`src/rtl/output_backprop.sv`:
```
// Output-layer backward pass: owns the eight output weights, computes the signed error after each
// forward result and applies one gradient-descent weight update per cycle via a shared multiplier.
module output_backprop #(
  parameter logic [7:0]  W_INIT   = 8'd64,
  parameter int unsigned LR_SHIFT = 14,
  parameter int unsigned N_IN     = 8
) (
  input  logic        clk_i,
  input  logic        rst_i,
  input  logic        start_i,
  input  logic [20:0] pred_i,
  input  logic [3:0]  target_i,
  input  logic [79:0] x_flat_i,
  output logic [63:0] w_flat_o,
  output logic [21:0] err_o,
  output logic        busy_o,
  output logic        done_o,
  output logic        sat_o
);

  localparam int unsigned IdxW = $clog2(N_IN);
  localparam logic [IdxW-1:0] LastIdx = IdxW'(N_IN - 1);

  typedef enum logic [1:0] {StIdle, StErr, StUpd, StDone} state_e;

  state_e             state_q, state_d;
  logic [IdxW-1:0]    idx_q, idx_d;
  logic [20:0]        pred_q;
  logic [3:0]         target_q;
  logic [9:0]         x_q [N_IN];
  logic signed [21:0] err_q, err_d;
  logic [7:0]         w_q [N_IN];
  logic               sat_q;

  logic               latch_en, err_en, upd_en;
  logic [9:0]         x_sel;
  logic [7:0]         w_sel;
  logic signed [32:0] prod, delta;
  logic signed [33:0] w_new;
  logic [7:0]         w_clamped;
  logic               clamp_hit;

  // Controller: a start arriving in DONE is taken on the DONE->IDLE edge so passes can chain.
  always_comb begin
    state_d  = state_q;
    idx_d    = idx_q;
    latch_en = 1'b0;
    err_en   = 1'b0;
    upd_en   = 1'b0;
    unique case (state_q)
      StIdle: begin
        if (start_i) begin
          latch_en = 1'b1;
          state_d  = StErr;
        end
      end
      StErr: begin
        err_en  = 1'b1;
        idx_d   = '0;
        state_d = StUpd;
      end
      StUpd: begin
        upd_en = 1'b1;
        idx_d  = idx_q + 1'b1;
        if (idx_q == LastIdx) begin
          state_d = StDone;
        end
      end
      StDone: begin
        if (start_i) begin
          latch_en = 1'b1;
          state_d  = StErr;
        end else begin
          state_d = StIdle;
        end
      end
      default: state_d = StIdle;
    endcase
  end

  // Datapath: error, then w_k - ((err * x_k) >>> LR_SHIFT) with clamping to [0, 255].
  always_comb begin
    err_d     = $signed({1'b0, pred_q}) - $signed({11'd0, target_q, 7'd0});
    x_sel     = x_q[idx_q];
    w_sel     = w_q[idx_q];
    prod      = err_q * $signed({1'b0, x_sel});
    delta     = prod >>> LR_SHIFT;
    w_new     = $signed({26'd0, w_sel}) - $signed({delta[32], delta});
    clamp_hit = 1'b0;
    w_clamped = w_new[7:0];
    if (w_new[33]) begin
      w_clamped = 8'd0;
      clamp_hit = 1'b1;
    end else if (|w_new[32:8]) begin
      w_clamped = 8'd255;
      clamp_hit = 1'b1;
    end
  end

  always_ff @(posedge clk_i or negedge rst_i) begin
    if (!rst_i) begin
      state_q  <= StIdle;
      idx_q    <= '0;
      pred_q   <= '0;
      target_q <= '0;
      err_q    <= '0;
      sat_q    <= 1'b0;
      for (int i = 0; i < int'(N_IN); i++) begin
        x_q[i] <= '0;
        w_q[i] <= W_INIT;
      end
    end else begin
      state_q <= state_d;
      idx_q   <= idx_d;
      if (latch_en) begin
        pred_q   <= pred_i;
        target_q <= target_i;
        sat_q    <= 1'b0;
        for (int i = 0; i < int'(N_IN); i++) begin
          x_q[i] <= x_flat_i[i*10 +: 10];
        end
      end
      if (err_en) begin
        err_q <= err_d;
      end
      if (upd_en) begin
        w_q[idx_q] <= w_clamped;
        if (clamp_hit) begin
          sat_q <= 1'b1;
        end
      end
    end
  end

  always_comb begin
    w_flat_o = '0;
    for (int i = 0; i < int'(N_IN); i++) begin
      w_flat_o[i*8 +: 8] = w_q[i];
    end
  end

  assign err_o  = err_q;
  assign busy_o = (state_q != StIdle);
  assign done_o = (state_q == StDone);
  assign sat_o  = sat_q;

endmodule

```
`config.mk`:
```
export PLATFORM = sky130hd
export DESIGN_NAME = output_backprop
export DESIGN_NICKNAME = d
export VERILOG_FILES = /design/src/rtl/output_backprop.sv
export SDC_FILE = /design/constraint.sdc
export NUM_CORES = 1
export LEC_CHECK = 0
export ABC_AREA = 1
export CAP_MARGIN = 20
export CORE_UTILIZATION = 63
export DETAILED_ROUTE_END_ITERATION = 7
export PLACE_DENSITY = 0.88
export SLEW_MARGIN = 20
export SYNTH_ARGS = -nofsm -noshare
export SYNTH_HDL_FRONTEND = slang
export SYNTH_SLANG_ARGS = --single-unit
```
`constraint.sdc`:
```
create_clock -name clk_i -period 15.4 [get_ports clk_i]
set_input_delay 4.62 -clock clk_i [delete_from_list [all_inputs] [get_ports clk_i]]
set_output_delay 4.62 -clock clk_i [all_outputs]
set_load 0.05 [all_outputs]
```
### Wiring by layer, run 1

Bar = 50 um.
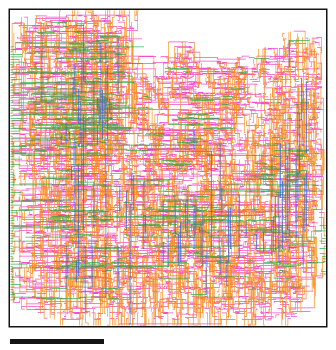
legend:
  blue:
    layer: met4
    wire_length: 2220 um
  orange:
    layer: met2
    wire_length: 23.9 mm
  green:
    layer: met3
    wire_length: 5340 um
  magenta:
    layer: met1
    wire_length: 19000 um

### Signal metal coverage by tile, run 1

Bar = 50 um. 34 x 34 tiles, from dark blue (low) to red (high), scaled to the fullest tile. Values are wire area over tile area, all layers added.
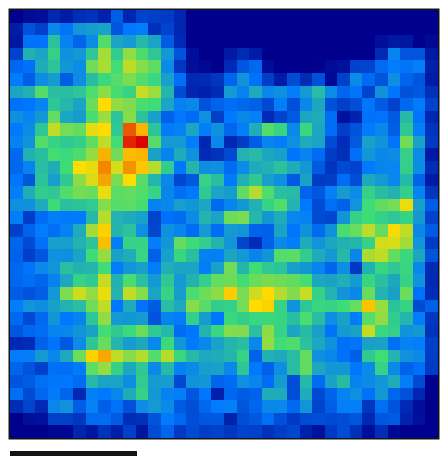
emptiest ninth of the die: north-east
mean over tiles: 0.31
fullest tile: 1.0

### Where the registers sit, run 1

Bar = 50 um. Other sequential cells in the stronger grey, the rest of the logic in the fainter grey.
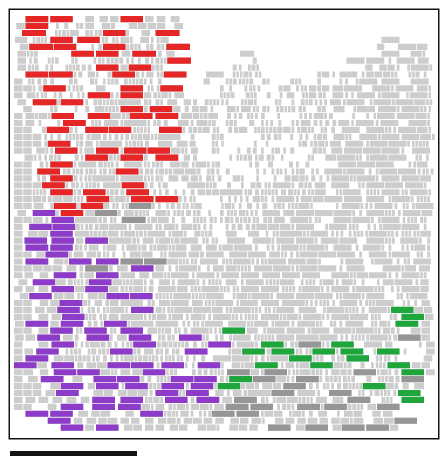
legend:
  purple:
    netlist_name: `x_q`
    placed_flops: 80
  green:
    netlist_name: `err_o`
    placed_flops: 22
  red:
    netlist_name: `w_flat_o`
    placed_flops: 64

-- run 1: stage by stage --
| step | util | setup WS (ns) | cell area [sq um] |
|---|---|---|---|
| 6_report | 0.751 | 4.95 | 20300 |
| 5_1_grt | 0.751 | 4.25 | 20300 |
| 4_1_cts | 0.751 | 5.20 | 20300 |
| 3_5_place_dp | 0.726 | 5.39 | 19600 |
| 3_3_place_gp | 0.726 | 5.82 | 19600 |
| 2_1_floorplan | - | 7.20 | 17400 |
-- run 1: layout make-up --
cell class	instances	area, sq um	share of cell area
Inverter	317	1190	0.0587
Sequential cell	197	4940	0.244
Timing Repair Buffer	204	2030	0.0999
Clock inverter	15	253	0.0125
Clock buffer	17	425	0.0210
Multi-Input combinational cell	1495	11000	0.543
Tap cell	341	427	0.0210
-- run 1: worst register-to-register path: cells and delay by family (launching register included) --
kind	cells	cell delay, ns
adders and majority gates	8	3.61
buffers and inverters	7	1.49
xor gates and xnor gates	1	0.12
and+or+nand+nor	17	3.34
DFF	1	0.34
AOI/OAI and AO/OA	8	1.43
-- run 1: metal layers --
layer  global-route usage  part of all wire  vias up
met1                0.477              0.38     7562
met4                0.180             0.044        0
met3               0.0884              0.11      207
met2                0.624              0.47     1057
li1                     -                 -     6810
met5                    0                 0        -
-- run 1: how the worst min path moves through the flow --
stage | start | end | depth (start not counted)
after floorplan | pred_q[0] | err_o[0] | 2
after global placement | pred_q[2] | err_o[2] | 2
after detailed placement | w_flat_o[62] | w_flat_o[62] | 2
after CTS | w_flat_o[62] | w_flat_o[62] | 2
after global routing | w_flat_o[38] | w_flat_o[38] | 2
final | w_flat_o[46] | w_flat_o[46] | 2
==> qor.yml, run 1 <==
run_status:
  status: "complete, but fails checks"
  violations: "DRC"
synthesis:
  yosys_warnings: 0
  synth_chip_area_sq_um: 17400
  syn_area_per_cell_sq_um: 8.38
  synthAoiAreaFrac: 0.0689
  synthAdderAreaFrac: 0.287
  ys_cells: 2074
  synthFlopType: "dfrtp_1"
  ys_async_sr_fraction: 1.00
  topCellsByArea: "dfrtp_1, fa_1, nand2_1"
  top_area_frac: 0.272
  synthesis.area_sq_um: 17400
  largest_area_cell: "dfrtp_1"
  top_cell: "nand2_1"
  syn_inst: 2074
  synthMuxAreaShare: 0.0524
  ys_sh_simple: 0.209
  yosys-top-cells-count: "nand2_1, inv_1, nor2_1"
  synth_nets: 2465
  yosys.stat.seqShare: 0.284
routing:
  wl_um: 50400
  firstDrtPassIters: 8
  via_count: 15600
  routed_via_density: 6.05
  ant_nets: 0
  drc: 4
die:
  die-area_sq_um: 28300
  num_io_pins: 197
  fp-utilization: 0.643
  rows: 60
  die_x_um: 168
final_layout:
  final_cells: 2586
  drive_gt1_frac: 0.0690
  regMostFlops: "x_q"
  largest_register_ff_count: 80
  diodes: 0
  num-fill-cells: 1864
  final_nets: 2623
  most-common-layout-cells: "nand2_1, inv_1, nor2_1"
  layout_top_cell: "nand2_1"
  area_delta_synth_final_pct: 16.7
worst_setup_path:
  rr_worst_depth: 41
  crit_arrival_ns: 10.78
  crit_required_ns: 15.73
  cp_num_buf_inv: 7
  crit_type: "flip-flop to flip-flop"
  r2r-end: "w_flat_o[24]"
  max_stage_delay_ns: 0.82
  setup.worst_path.start_class: "flip-flop"
  r2r_start: "idx_q[0]"
  crit_fanout: 76
  end_kind: "flip-flop"
  critical_path.endpoint: "w_flat_o[24]"
  r2r_slack_ns: 4.95
  critPathLaunch: "idx_q[0]"
  crit_slowest_cell: "nand4_1"
  path_depth: 41
global_routing:
  antenna_found_initial: 0
  grt_pass1_wl_um: 83300
  grt_usage: 0.380
  grt-ovfl-total: 0
  grt_pass1_vias: 16400
final_timing:
  hold_viol: 0
  fin_crit_ns: 10.45
  slew_violations: 0
  slew_headroom: 0.257
  worstMarginPinSlew_ns: 1.11
  fmax_mhz: 95.7
  period_used_share: 0.679
  fin_setup_tns_ns: 0
clock_network:
  clk_latency_ns: 0.47
  ctsResizeCount: 0
  cts.sinks: 197
  cts_buffer_depth: 2
  cts_setup_buffers: 0
  htreeDepth: 4
  cts_buffers: 17
  clockRootBuffer: "clkbuf_16"
  clkTransAtPathRegs_ns: 0.08
placed_design:
  dpl.cell_count: 2554
  hpwlAfterDp_um: 37400
  port_buffers: 196
job:
  log.warning_count: 33
  maxCapViolations: 0
==> inputs of run 2 (changes only) <==
--- a/config.mk
+++ b/config.mk
@@ -7,9 +7,9 @@
 export LEC_CHECK = 0
 export ABC_AREA = 1
 export CAP_MARGIN = 20
-export CORE_UTILIZATION = 63
+export CORE_UTILIZATION = 58
 export DETAILED_ROUTE_END_ITERATION = 7
-export PLACE_DENSITY = 0.88
+export PLACE_DENSITY = 0.82
 export SLEW_MARGIN = 20
 export SYNTH_ARGS = -nofsm -noshare
 export SYNTH_HDL_FRONTEND = slang
==> constraint.sdc (replaced) <==
create_clock -name clk_i -period 10.1 [get_ports clk_i]
set_input_delay 3.03 -clock clk_i [delete_from_list [all_inputs] [get_ports clk_i]]
set_output_delay 3.03 -clock clk_i [all_outputs]
set_load 0.05 [all_outputs]
### Where the registers sit, run 2

Bar = 50 um. Other sequential cells in the stronger grey, the rest of the logic in the fainter grey.
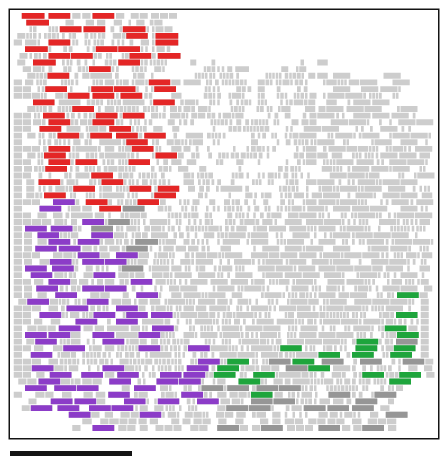
legend:
  green:
    netlist_name: `err_o`
    placed_flops: 22
    where: south-east
  red:
    netlist_name: `w_flat_o`
    placed_flops: 64
  purple:
    netlist_name: `x_q`
    placed_flops: 80
not coloured: 31

### Placed cells, one colour a class, run 2

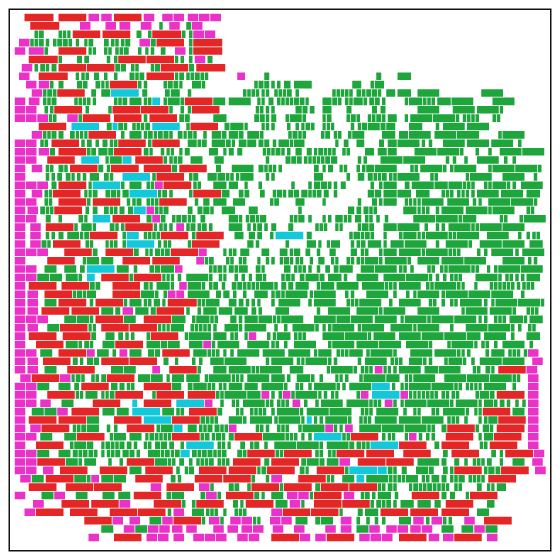
legend:
  cyan:
    class: clock drivers and dummy loads
    cells: 32
    share_of_their_area: 2.9%
  green:
    class: all other logic
    cells: 1812
    share_of_their_area: 61%
  magenta:
    class: other buffers and delay cells
    cells: 225
    share_of_their_area: 11%
  red:
    class: flip-flops
    cells: 197
    share_of_their_area: 25%

==> run 2 against run 1 <==
The flow now finishes without violations. Maximum frequency increased by 12%. Cell count up 2.7%. Non-clock buffer count rose by 21. Hold slack lost 0.0070 ns. Setup slack worse by 4.2 ns.
==> qor.yml, run 2 <==
final_layout:
  num-fill-cells: 2259  # was 1864
  final_nets: 2644  # was 2623
  diodes: 0  # unchanged
  drive_gt1_frac: 0.0777  # was 0.0690
  area_delta_synth_final_pct: 17.3  # was 16.7%
  layout_top_cell: "nand2_1"  # unchanged
  most-common-layout-cells: "nand2_1, inv_1, nor2_1"  # unchanged
  seq_area_sq_um: 4940  # unchanged
  fin_util: 0.690  # was 0.751
  regMostFlops: "x_q"  # unchanged
  logic_area_sq_um: 11000  # unchanged
  largest_register_ff_count: 80  # unchanged
routing:
  drtIter0Drc: 1897  # was 1870
  wl_um: 47700  # was 50400 um
  ant_nets: 0  # unchanged
  drc: 0  # was 4
  routed_via_density: 5.71  # was 6.05
  wl_per_cell_um: 18.0  # was 19.5 um
  via_count: 15200  # was 15600
  firstDrtPassIters: 6  # was 8
worst_setup_path:
  crit_fanout: 16  # was 76
  crit_slowest_cell: "fa_1"  # was nand4_1
  rr_worst_depth: 38  # was 41
  crit_type: "flip-flop to flip-flop"  # unchanged
  r2r-end: "w_flat_o[15]"  # was w_flat_o[24]
  max_stage_delay_ns: 0.57  # was 0.82 ns
  crit_arrival_ns: 9.65  # was 10.78 ns
  crit_family: "adder cells"  # unchanged
  setup.worst_path.start_class: "flip-flop"  # unchanged
  crit_required_ns: 10.43  # was 15.73 ns
  r2r_slack_ns: 0.78  # was 4.95 ns
  end_kind: "flip-flop"  # unchanged
  r2r_start: "idx_q[2]"  # was idx_q[0]
  cp_num_buf_inv: 4  # was 7
  crit_top_cell: "fa_1"
  path_depth: 38  # was 41
synthesis:
  syn_inst: 2074  # unchanged
  synth_cell_types: 48  # unchanged
  ys_cells: 2074  # unchanged
  ys_async_sr_fraction: 1.00  # unchanged
  yosys_warnings: 0  # unchanged
  synth_chip_area_sq_um: 17400  # unchanged
  synthFlopType: "dfrtp_1"  # unchanged
  synth_nets: 2465  # unchanged
  largest_area_cell: "dfrtp_1"  # unchanged
  yosys.stat.seqShare: 0.284  # unchanged
  synthesis.area_sq_um: 17400  # unchanged
  syn_area_per_cell_sq_um: 8.38  # unchanged
  top_cell: "nand2_1"  # unchanged
  synth-edff-count: 0  # unchanged
  top_area_frac: 0.272  # unchanged
  synth-seq-cells: 197  # unchanged
  topCellsByArea: "dfrtp_1, fa_1, nand2_1"  # unchanged
  yosys-top-cells-count: "nand2_1, inv_1, nor2_1"  # unchanged
min_path:
  min_from: "w_flat_o[54]"  # was w_flat_o[46]
  min_path_cells: 2  # unchanged
  hold_class: "flip-flop to flip-flop"  # unchanged
  min_to: "w_flat_o[54]"  # was w_flat_o[46]
final_timing:
  fin_setup_tns_ns: 0  # unchanged
  fin_crit_ns: 9.32  # was 10.45 ns
  slew_headroom: 0.342  # was 0.257
  period_used_share: 0.922  # was 0.679
  rsz0062_at_grt: "false"  # unchanged
  fin_hold_ws_ns: 0.481  # was 0.488 ns
  hold_viol: 0  # unchanged
  fmax_mhz: 107  # was 95.7 MHz
  setup_viol: 0  # unchanged
  worstMarginPinSlew_ns: 0.987  # was 1.11 ns
  slew_violations: 0  # unchanged
  clock-skew-final_ns: 0.0158  # was 0.0281 ns
job:
  maxCapViolations: 0  # unchanged
  log.warning_count: 31  # was 33
die:
  die-area_sq_um: 30700  # was 28300 sq um
  core_sq_um: 29600  # was 27000 sq um
  fp-utilization: 0.588  # was 0.643
  rows: 63  # was 60
  num_io_pins: 197  # unchanged
  die_x_um: 175  # was 168 um
  die_h_um: 175  # was 168 um
clock_network:
  cts_setup_buffers: 0  # unchanged
  cts_hold_buf: 0  # unchanged
  clk_latency_ns: 0.45  # was 0.47 ns
  clockRootBuffer: "clkbuf_16"  # unchanged
  ctsResizeCount: 0  # unchanged
  cts_buffers: 17  # unchanged
  cts.sinks: 197  # unchanged
  cts_buffer_depth: 2  # unchanged
  cts_tree: "built"  # unchanged
  clkTransAtPathRegs_ns: 0.08  # about the same
  htreeDepth: 4  # unchanged
run_status:
  status: "complete, no violations"  # was complete, but fails checks
global_routing:
  grt_pass1_vias: 15600  # was 16400
  grt-ovfl-total: 0  # unchanged
  grt_pass1_wl_um: 78700  # was 83300 um
  grt_usage: 0.328  # was 0.380
  grt_max_degree: 94  # was 126
  antenna_found_initial: 0  # unchanged
placed_design:
  port_buffers: 196  # unchanged
  hpwlAfterDp_um: 36700  # was 37400 um
  routabilityCongestion: 0.906  # was 0.972
run 2: cell counts after synthesis:
No cell type changed its count.
run 2: logic make-up (layout without fill, tap and decap cells):
group,Yosys count,in the layout,share of synthesized area
mux,81,81,0.0524
simple gates,887,887,0.209
compound gates,214,214,0.0689
flops,197,197,0.284
xor+xnor,30,30,0.0151
buf+inv,382,574,0.0828
fa+ha+maj,283,283,0.287
run 2: metrics by stage:
stage	worst slack [ns]	std cells	area, sq um
detailed placement	0.962	2622	19800
global placement	1.24	2622	19800
floorplan	1.90	2074	17400
CTS	0.877	2654	20400
finish	0.783	2656	20400
global route	0.0322	2656	20400
run 2: how the worst max path moves through the flow:
stage | from | end | slack, ns
after floorplan | idx_q[0] | w_flat_o[0] | 1.90
after global placement | idx_q[2] | w_flat_o[35] | 1.24
after detailed placement | idx_q[2] | w_flat_o[0] | 0.96
after CTS | idx_q[2] | w_flat_o[15] | 0.88
after global routing | idx_q[0] | w_flat_o[1] | 0.03
final | idx_q[2] | w_flat_o[15] | 0.78
run 2: tightest hold or removal path: stages (launching register included):
cell	delay (ns)
dfstp_2	0.38
nand2_1	0.06
nand2_1	0.05
run 2: final cells by class:
cell class,count,area share
inverter,317,0.0583
clock buffer,17,0.0209
multi-input combinational,1495,0.541
clock inverter,15,0.00705
timing repair buffer,225,0.107
sequential,197,0.242
tap,390,0.0239
run 2: per-layer routing:
metal	global-route usage	routed length [um]	share of wire
met5	0	0	0
met4	0.106	1490	0.031
met3	0.0648	4170	0.087
met2	0.537	22500	0.47
met1	0.439	19500	0.41
==> inputs of run 3 (changes only) <==
--- a/config.mk
+++ b/config.mk
@@ -5,7 +5,6 @@
 export SDC_FILE = /design/constraint.sdc
 export NUM_CORES = 1
 export LEC_CHECK = 0
-export ABC_AREA = 1
 export CAP_MARGIN = 20
 export CORE_UTILIZATION = 58
 export DETAILED_ROUTE_END_ITERATION = 7
### Wiring by layer, run 3

Bar = 50 um.
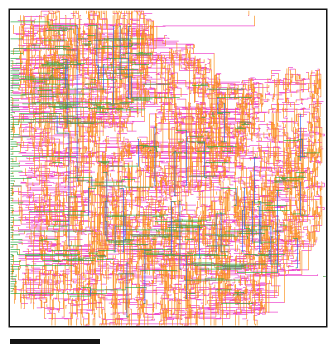
legend:
  magenta:
    layer: met1
    wire_length: 18100 um
  green:
    layer: met3
    wire_length: 3160 um
  orange:
    layer: met2
    wire_length: 21.7 mm
  blue:
    layer: met4
    wire_length: 1170 um

### Placed cells, one colour a class, run 3

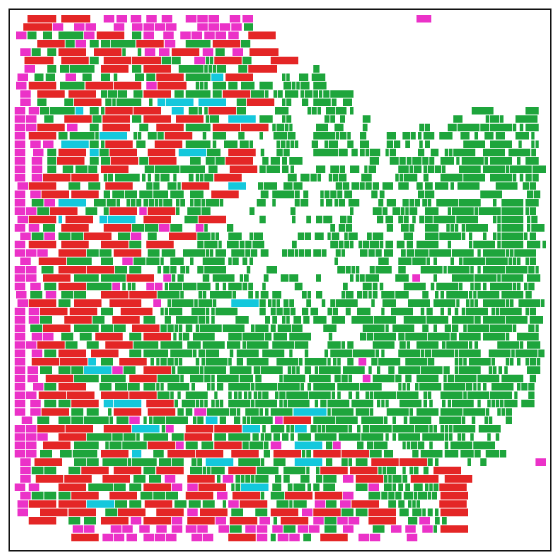
legend:
  red:
    class: flip-flops
    cells: 197
    share_of_their_area: 25%
  green:
    class: all other logic
    cells: 1367
    share_of_their_area: 62%
  cyan:
    class: clock drivers and dummy loads
    cells: 32
    share_of_their_area: 3.0%
  magenta:
    class: other buffers and delay cells
    cells: 211
    share_of_their_area: 11%

==> run 3 against run 2 <==
Register-to-register slack worse by 0.09 ns. Clock-buffer cell count is 1 higher. Via count is 12% lower. Die size is 0.43% higher. Core utilization is 0.46 points lower. Routed wire length is 7.6% lower. Maximum frequency is 0.92% lower. Non-clock buffer count is 14 lower. Cell count is 17% lower. Largest cell class unchanged. Global-route usage is 2.0 points lower.
==> qor.yml, run 3 <==
run_status:
  status: "complete, no violations"  # unchanged
min_path:
  min_to: "x_q[41]"  # was w_flat_o[54]
  min_path_cells: 1  # was 2
  min_from: "x_q[41]"  # was w_flat_o[54]
  hold_class: "flip-flop to flip-flop"  # unchanged
final_layout:
  seq_area_sq_um: 4950  # was 4940 sq um
  layout_top_cell: "inv_1"  # was nand2_1
  num-fill-cells: 2146  # was 2259
  diodes: 0  # unchanged
  most-common-layout-cells: "inv_1, clkdlybuf4s50_1, fa_1"  # was nand2_1, inv_1, nor2_1
  logic_area_sq_um: 11500  # was 11000 sq um
  drive_gt1_frac: 0.128  # was 0.0777
  final_nets: 2185  # was 2644
worst_setup_path:
  crit_type: "flip-flop to flip-flop"  # unchanged
  r2r-end: "w_flat_o[26]"  # was w_flat_o[15]
  cp_num_buf_inv: 4  # unchanged
  r2r_start: "idx_q[0]"  # was idx_q[2]
  rr_worst_depth: 31  # was 38
  crit_required_ns: 10.43  # about the same
  crit_top_cell: "fa_1"  # unchanged
  crit_family: "adder cells"  # unchanged
  crit_arrival_ns: 9.73  # was 9.65 ns
  crit_slowest_cell: "dfrtp_4"  # was fa_1
  path_depth: 31  # was 38
  setup.worst_path.start_class: "flip-flop"  # unchanged
clock_network:
  clk_latency_ns: 0.45  # about the same
  cts_buffer_depth: 2  # unchanged
  cts_hold_buf: 0  # unchanged
  clockRootBuffer: "clkbuf_16"  # unchanged
  cts_tree: "built"  # unchanged
  cts.sinks: 197  # unchanged
  cts_setup_buffers: 0  # unchanged
synthesis:
  yosys.stat.seqShare: 0.283  # was 0.284
  syn_inst: 1655  # was 2074
  topCellsByArea: "dfrtp_1, fa_1, mux2_2"  # was dfrtp_1, fa_1, nand2_1
  top_cell: "inv_1"  # was nand2_1
  synth_chip_area_sq_um: 17500  # was 17400 sq um
  yosys_warnings: 0  # unchanged
  synth_nets: 2046  # was 2465
  synth-edff-count: 0  # unchanged
  synth-seq-cells: 197  # unchanged
  syn_area_per_cell_sq_um: 10.6  # was 8.38 sq um
  ys_async_sr_fraction: 1.00  # unchanged
  synthesis.area_sq_um: 17500  # was 17400 sq um
  largest_area_cell: "dfrtp_1"  # unchanged
  ys_cells: 1655  # was 2074
final_timing:
  rsz0062_at_grt: "false"  # unchanged
  period_used_share: 0.931  # was 0.922
  setup_viol: 0  # unchanged
  fin_crit_ns: 9.40  # was 9.32 ns
  fin_setup_tns_ns: 0  # unchanged
  slew_violations: 0  # unchanged
  worstMarginPinSlew_ns: 1.04  # was 0.987 ns
  fmax_mhz: 106  # was 107 MHz
routing:
  routed_via_density: 6.09  # was 5.71
  top_layer: "met4"  # unchanged
  met3_length_um: 3160  # was 4170 um
  dr_wl_met2_um: 21700  # was 22500 um
  firstDrtPassIters: 7  # was 6
  wl_um: 44100  # was 47700 um
  ant_nets: 0  # unchanged
  via_count: 13400  # was 15200
  drtIter0Drc: 970  # was 1897
  met1_length_um: 18100  # was 19500 um
placed_design:
  routabilityCongestion: 0.934  # was 0.906
  port_buffers: 196  # unchanged
  hpwlAfterDp_um: 34000  # was 36700 um
die:
  fp-utilization: 0.589  # was 0.588
  die-area_sq_um: 30800  # was 30700 sq um
  core_sq_um: 29600  # about the same
  rows: 63  # unchanged
  num_io_pins: 197  # unchanged
global_routing:
  grt_pass1_wl_um: 74000  # was 78700 um
  grt_usage: 0.308  # was 0.328
  gr-usage-met3: 0.0541  # was 0.0648
  grt_pass1_vias: 14100  # was 15600
  antenna_found_initial: 0  # unchanged
  grtUsageMet2: 0.509  # was 0.537
  grtUsageMet1: 0.414  # was 0.439
  grt_max_degree: 114  # was 94
job:
  maxCapViolations: 0  # unchanged
  log.warning_count: 33  # was 31
==> run 3: cell count changes after synthesis, moves of 27 or more <==
cell | before | now
nand3_1 | 118 | 18
mux2_2 | 81 | 116
inv_1 | 314 | 197
clkbuf_1 | 52 | 79
a22o_1 | 0 | 66
nor2b_1 | 0 | 70
nand2_1 | 423 | 194
mux4_2 | 0 | 34
and2_1 | 0 | 42
nor2_1 | 306 | 59
o21ai_0 | 106 | 44
==> run 3: area by class of cell <==
| class | count | area share |
|---|---|---|
| multi-input cells | 1169 | 0.564 |
| flip-flops and latches | 197 | 0.244 |
| repair buffers | 211 | 0.102 |
| inverters | 198 | 0.0366 |
| well taps | 390 | 0.0240 |
| clock buffers | 18 | 0.0211 |
| clock inverters | 14 | 0.00807 |
==> run 3: kinds of logic after synthesis <==
group                      share of synthesized area
adders and majority gates                      0.286
muxes                                          0.126
and+or+nand+nor                                0.134
buffers and inverters                         0.0623
DFF                                            0.283
xor gates and xnor gates                      0.0150
AOI/OAI and AO/OA                             0.0930
==> run 3: per-stage QoR <==
stage | setup slack [ns] | util | std cells | area (sq um)
4_1_cts | 0.480 | 0.685 | 2197 | 20300
6_report | 0.697 | 0.685 | 2197 | 20300
5_1_grt | 0.0494 | 0.685 | 2197 | 20300
3_3_place_gp | 0.813 | 0.665 | 2165 | 19700
3_5_place_dp | 0.521 | 0.665 | 2165 | 19700
2_1_floorplan | 0.855 | - | 1655 | 17500
